run_1/layer_met1.png
Scale: 6 px per um. Supply wires on this layer in gray. Cells faint in the background.
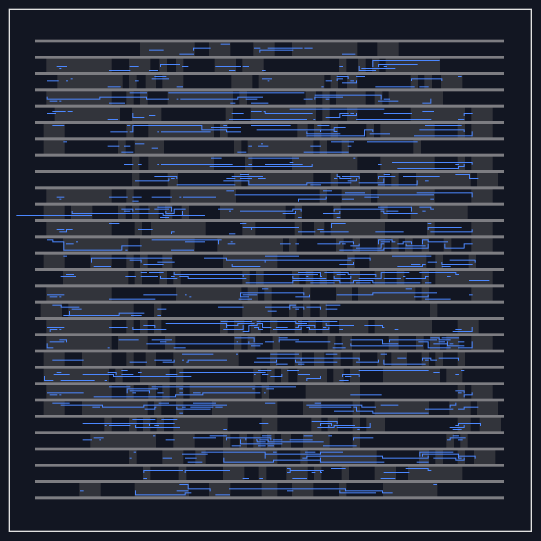
run_1/layer_met2.png
Scale: 6 px per um.
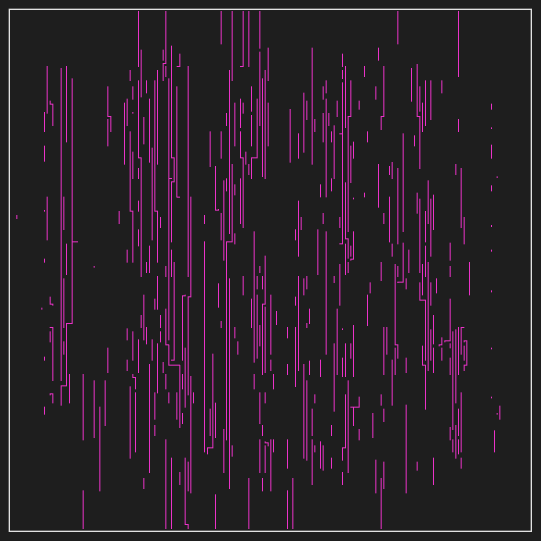
run_1/layer_met3.png
Scale: 6 px per um. Cells faint in the background.
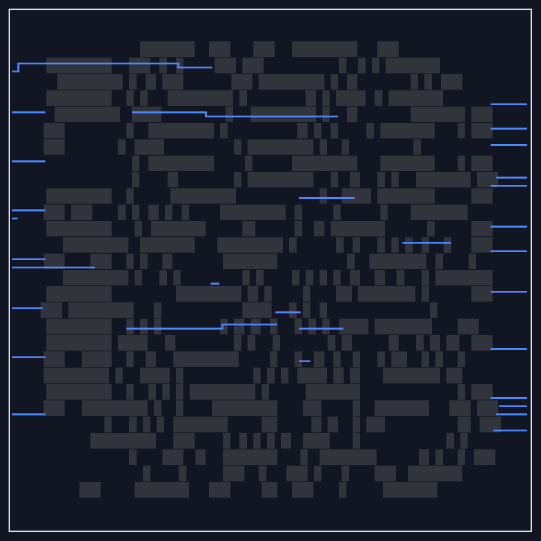
run_1/congestion.png
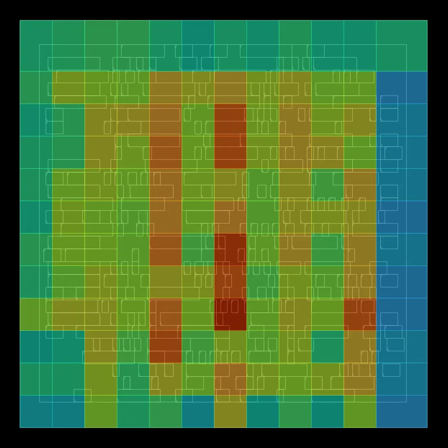
==> config.mk <==
export PLATFORM = sky130hd
export DESIGN_NAME = instr_sequencer_flat
export DESIGN_NICKNAME = d
export VERILOG_FILES = /design/src/rtl/simple_cpu_pkg.sv /design/src/rtl/instr_sequencer_if.sv /design/src/rtl/instr_fifo2.sv /design/src/rtl/instr_sequencer.sv /design/src/flat_wrapper.sv
export SDC_FILE = /design/constraint.sdc
export NUM_CORES = 1
export LEC_CHECK = 0
export ABC_AREA = 1
export CELL_PAD_IN_SITES_DETAIL_PLACEMENT = 1
export CELL_PAD_IN_SITES_GLOBAL_PLACEMENT = 1
export CORE_MARGIN = 4
export CORE_UTILIZATION = 40
export CTS_CLUSTER_DIAMETER = 80
export DETAILED_ROUTE_END_ITERATION = 6
export PLACE_DENSITY_LB_ADDON = 0.05
export SLEW_MARGIN = 20
export SYNTH_ARGS = -nofsm -noshare
export SYNTH_HDL_FRONTEND = slang
export SYNTH_SLANG_ARGS = --single-unit
export TNS_END_PERCENT = 50
==> constraint.sdc <==
create_clock -name clk -period 4.6 [get_ports clk]
set_clock_uncertainty 0.2 [all_clocks]
set_input_delay 0.92 -clock clk [delete_from_list [all_inputs] [get_ports clk]]
set_output_delay 0.92 -clock clk [all_outputs]
set_load 0.02 [all_outputs]
==> run summary, run 1 <==
fresh numbers from the pnr run: PwrDens 762 nW/um^2, commonest cells in the netlist 106 x nand2_1, 32 x edfxtp_1, 18 x dfrtp_1, 16 x inv_1, combinational share of cell area 0.209, CP arrival 1.87 ns, total congestion overflow 0, Detailed Route Iter0 Violations 65, Inst Count DP 344, Synthesized Nets 266, Hold WC Path Type register to register, flip-flops with a built-in enable 32, slew at the pin closest to its max-slew limit 0.653 ns, crit path time final 2.99 ns, DP HPWL 3250 um, DRC viols 0, final hold violation count 0, sequential power 0.880 mW, DR pass1 iterations 4, CP max stage delay 0.62 ns, synthesized area 2480 um^2, registers 58, post-layout period usage 0.649, RSZ-0062 raised after global routing no, ao+oa area frac 0.0267, Die Width 86.8 um, Slew Viols, Final 0, Levels on crit path 5, Power Combinational 1.01 mW, final worst setup slack 1.61 ns, metal2 WL 2360 um, CTS tree yes, ANT cells 0, dominant register cell edfxtp_1, Max-Cap Viols 0, top power group combinational cells, critical path's top delay family buffers and inverters, Syn Area/Cell 10.1 um^2, WHS Path Cells 2, most frequent cells in the layout 106 x nand2_1, 39 x clkdlybuf4s50_1, 32 x edfxtp_1, 18 x dfrtp_1, 16 x inv_1, Seq/total area 0.540, Fillers 706, final setup violation count 0, cell area after layout 3000 um^2, Sink Count 58, TritonCTS buffer count 9, Cell Count, Final, Fillers Out 360, hold buffers post-CTS 0, #MultiIn Comb 148, Slew HR 0.565, Commonest Layout Cell nand2_1, clk pwr 0.398 mW, total core area 5960 um^2, setup TNS 0 ns, Synth Seq Share 0.654, Critical Path Fanout Max 3, Psw 0.927 mW, vias per inst 4.68, worst vdd ir 0.476 mV, first-pass GRT wire length 8430 um, Placer Congestion 0.722, root buf cell clkbuf_8, synthesized-area fraction occupied by adder cells 0.00504, crit end category output pin, postcts setup bufs 0, YS chip area 2480 um^2, Startpoint Class register, status finished clean, Clock-cell share 0.0550, ys async rst share 0.448, clock buffer count 14, post-CTS resize count 0, Die Size 7530 um^2, met3 WL 247 um, setup slack, reg-to-reg 2.09 ns, Top cell area share 0.387
Back to the opening pictures, layer_met1.png:
wire length on this layer: 2,140 um
share of all routed wire: 44%
longest straight run: 33.1 um
nets with wire on the layer: 261
main direction: horizontal
M1 GR Usage: 0.186
vias: 1,683
Detailed Route WL: 4820 um

Back to the opening pictures, layer_met2.png:
wire length on this layer: 2,360 um
longest straight run: 52.0 um
share of all routed wire: 49%
met2 usage: 0.243

Back to the opening pictures, layer_met3.png:
longest straight run: 26.7 um
wire length on this layer: 248 um
nets with wire on the layer: 25
grt met3 use: 0.0504

Back to the opening pictures, congestion.png:
Final Util: 0.504
WL/cell: 13.4 um
busiest grt layer: met2

run_1/clk_routes.png
Scale: 3 px per um.
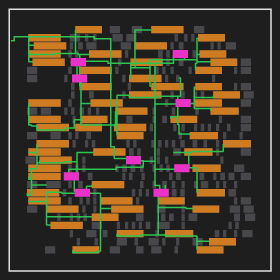

==> run 2, diff against run 1 <==
- clock period: 4.6 -> 3 ns (I/O delays scaled with it)
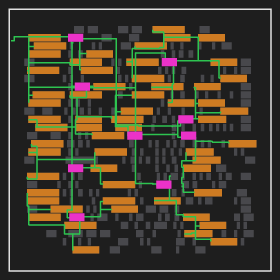
run_2/clk_routes.png
Scale: 3 px per um.
[orange] flip-flops | count: 58
[magenta] clock drivers | count: 9
[green] clock wires | length: 760 um
routed clock nets: 10
flops lie: spread over the die
clk pwr: 0.707 mW
Late-Pin Clk Latency: 0.33 ns
Clock power frac: 0.193

==> run 2 against run 1 <==
Effect of this change:
- synthesized area unchanged
- global-route usage up 0.18 points
- power up 60%
- sequential share of layout area down 1.0 points
- register-to-register slack worse by 1.2 ns
- via count down 0.53%
- count of clock-buffer cells in the layout down 3
- utilization up 0.99 points
- first-iteration DRC count up 20%
- final cell count up 0.83%
- final area up 2.0%
- critical path type unchanged
- largest power group unchanged
==> run summary, run 2 <==
fresh numbers from the pnr run: PwrDens 1200 nW/um^2, YS chip area 2480 um^2, Clock-cell share 0.0641, TritonCTS buffer count 9, dominant register cell edfxtp_1, comb. cell area 628 um^2, final worst setup slack 0.324 ns, Max-Cap Viols 0, grt met3 use 0.0523, setup slack, reg-to-reg 0.86 ns, DP HPWL 3340 um, CP max stage delay 0.62 ns, post-CTS resize count 0, Placer Congestion 0.744, Top area cell types edfxtp_1 39%, dfrtp_1 18%, nand2_1 16%, dfstp_2 8.5%, buf_4 4.2%, post-layout period usage 0.892, Post-Syn Instances 246, synthesized-area fraction occupied by adder cells 0.00504, most frequent cells in the layout 106 x nand2_1, 40 x clkdlybuf4s50_1, 32 x edfxtp_1, 18 x dfrtp_1, 16 x inv_1, crit end category output pin, H-tree depth 3, Top cell area share 0.387, registers 58, ys async rst share 0.448, vias per inst 4.61, WHS Path Cells 2, met3 WL 226 um, crit-path cells inv_1 > nand3_1 > nand3b_1 > a31oi_1 > clkdlybuf4s50_1, ao+oa area frac 0.0267, WL/cell 13.6 um, DR pass1 iterations 4, #MultiIn Comb 148, first-pass GRT wire length 8420 um, critical path's top delay family buffers and inverters, Psw 1.46 mW, commonest cells in the netlist 106 x nand2_1, 32 x edfxtp_1, 18 x dfrtp_1, 16 x inv_1, most common cell in the netlist nand2_1, Cell Count, Final, Fillers Out 363, postcts setup bufs 0, Synthesized Nets 266, Critical Path Fanout Max 3, Startpoint Class register, slew at the pin closest to its max-slew limit 0.405 ns, Hold WC Path Type register to register, Fillers 681, IO buf count 40, Slew Viols, Final 0, Syn Area/Cell 10.1 um^2, total congestion overflow 0, distinct lib cells 22, number of I/O pins 41, initial antenna violation count 0, critical setup path kind register to output pin, Levels on crit path 5, crit path time final 2.68 ns, total core area 5960 um^2, combinational share of cell area 0.205, RSZ-0062 raised after global routing no, Seq/total area 0.529, DP Area 2870 um^2, Detailed Route Iter0 Violations 78, Design Power 3.66 mW, final setup violation count 0, Signal buf overhead 0.145, metal2 WL 2490 um, Sink Count 58, root buf cell clkbuf_8, Slew HR 0.730, synthesized area 2480 um^2, setup TNS 0 ns, clock buffer count 11, M1 GR Usage 0.180, Synth Seq Share 0.654, Inst Count DP 347, n_taps 75, Logic pwr share 0.444, Tool Warnings 26, ANT cells 0, Commonest Layout Cell nand2_1, DRC viols 0, Power Combinational 1.63 mW, busiest grt layer met2, worst vdd ir 0.675 mV, buffers plus inverters on the worst setup path 2, Final Util 0.514, hold buffers post-CTS 0, Die Width 86.8 um, Die Size 7530 um^2, top power group combinational cells, cell area after layout 3060 um^2, CTS tree yes, flip-flops with a built-in enable 32, CP arrival 1.88 ns, Synth Register Bits 58, final hold violation count 0, upper clock frequency limit 374 MHz, sequential power 1.33 mW, status finished clean, Metal-1 WL 2090 um
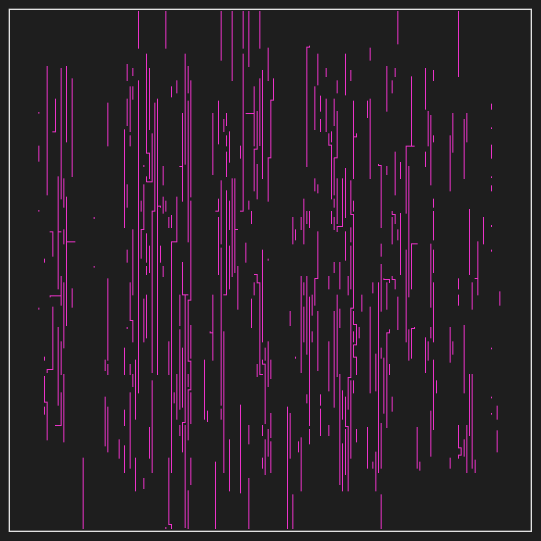
run_2/layer_met2.png
Scale: 6 px per um.
main direction: vertical
share of all routed wire: 50%
wire length on this layer: 2,490 um
nets with wire on the layer: 239
longest straight run: 52.0 um
vias: 1,674
Detailed Route WL: 4930 um
met2 usage: 0.250

Power and IR drop assume default switching activity.
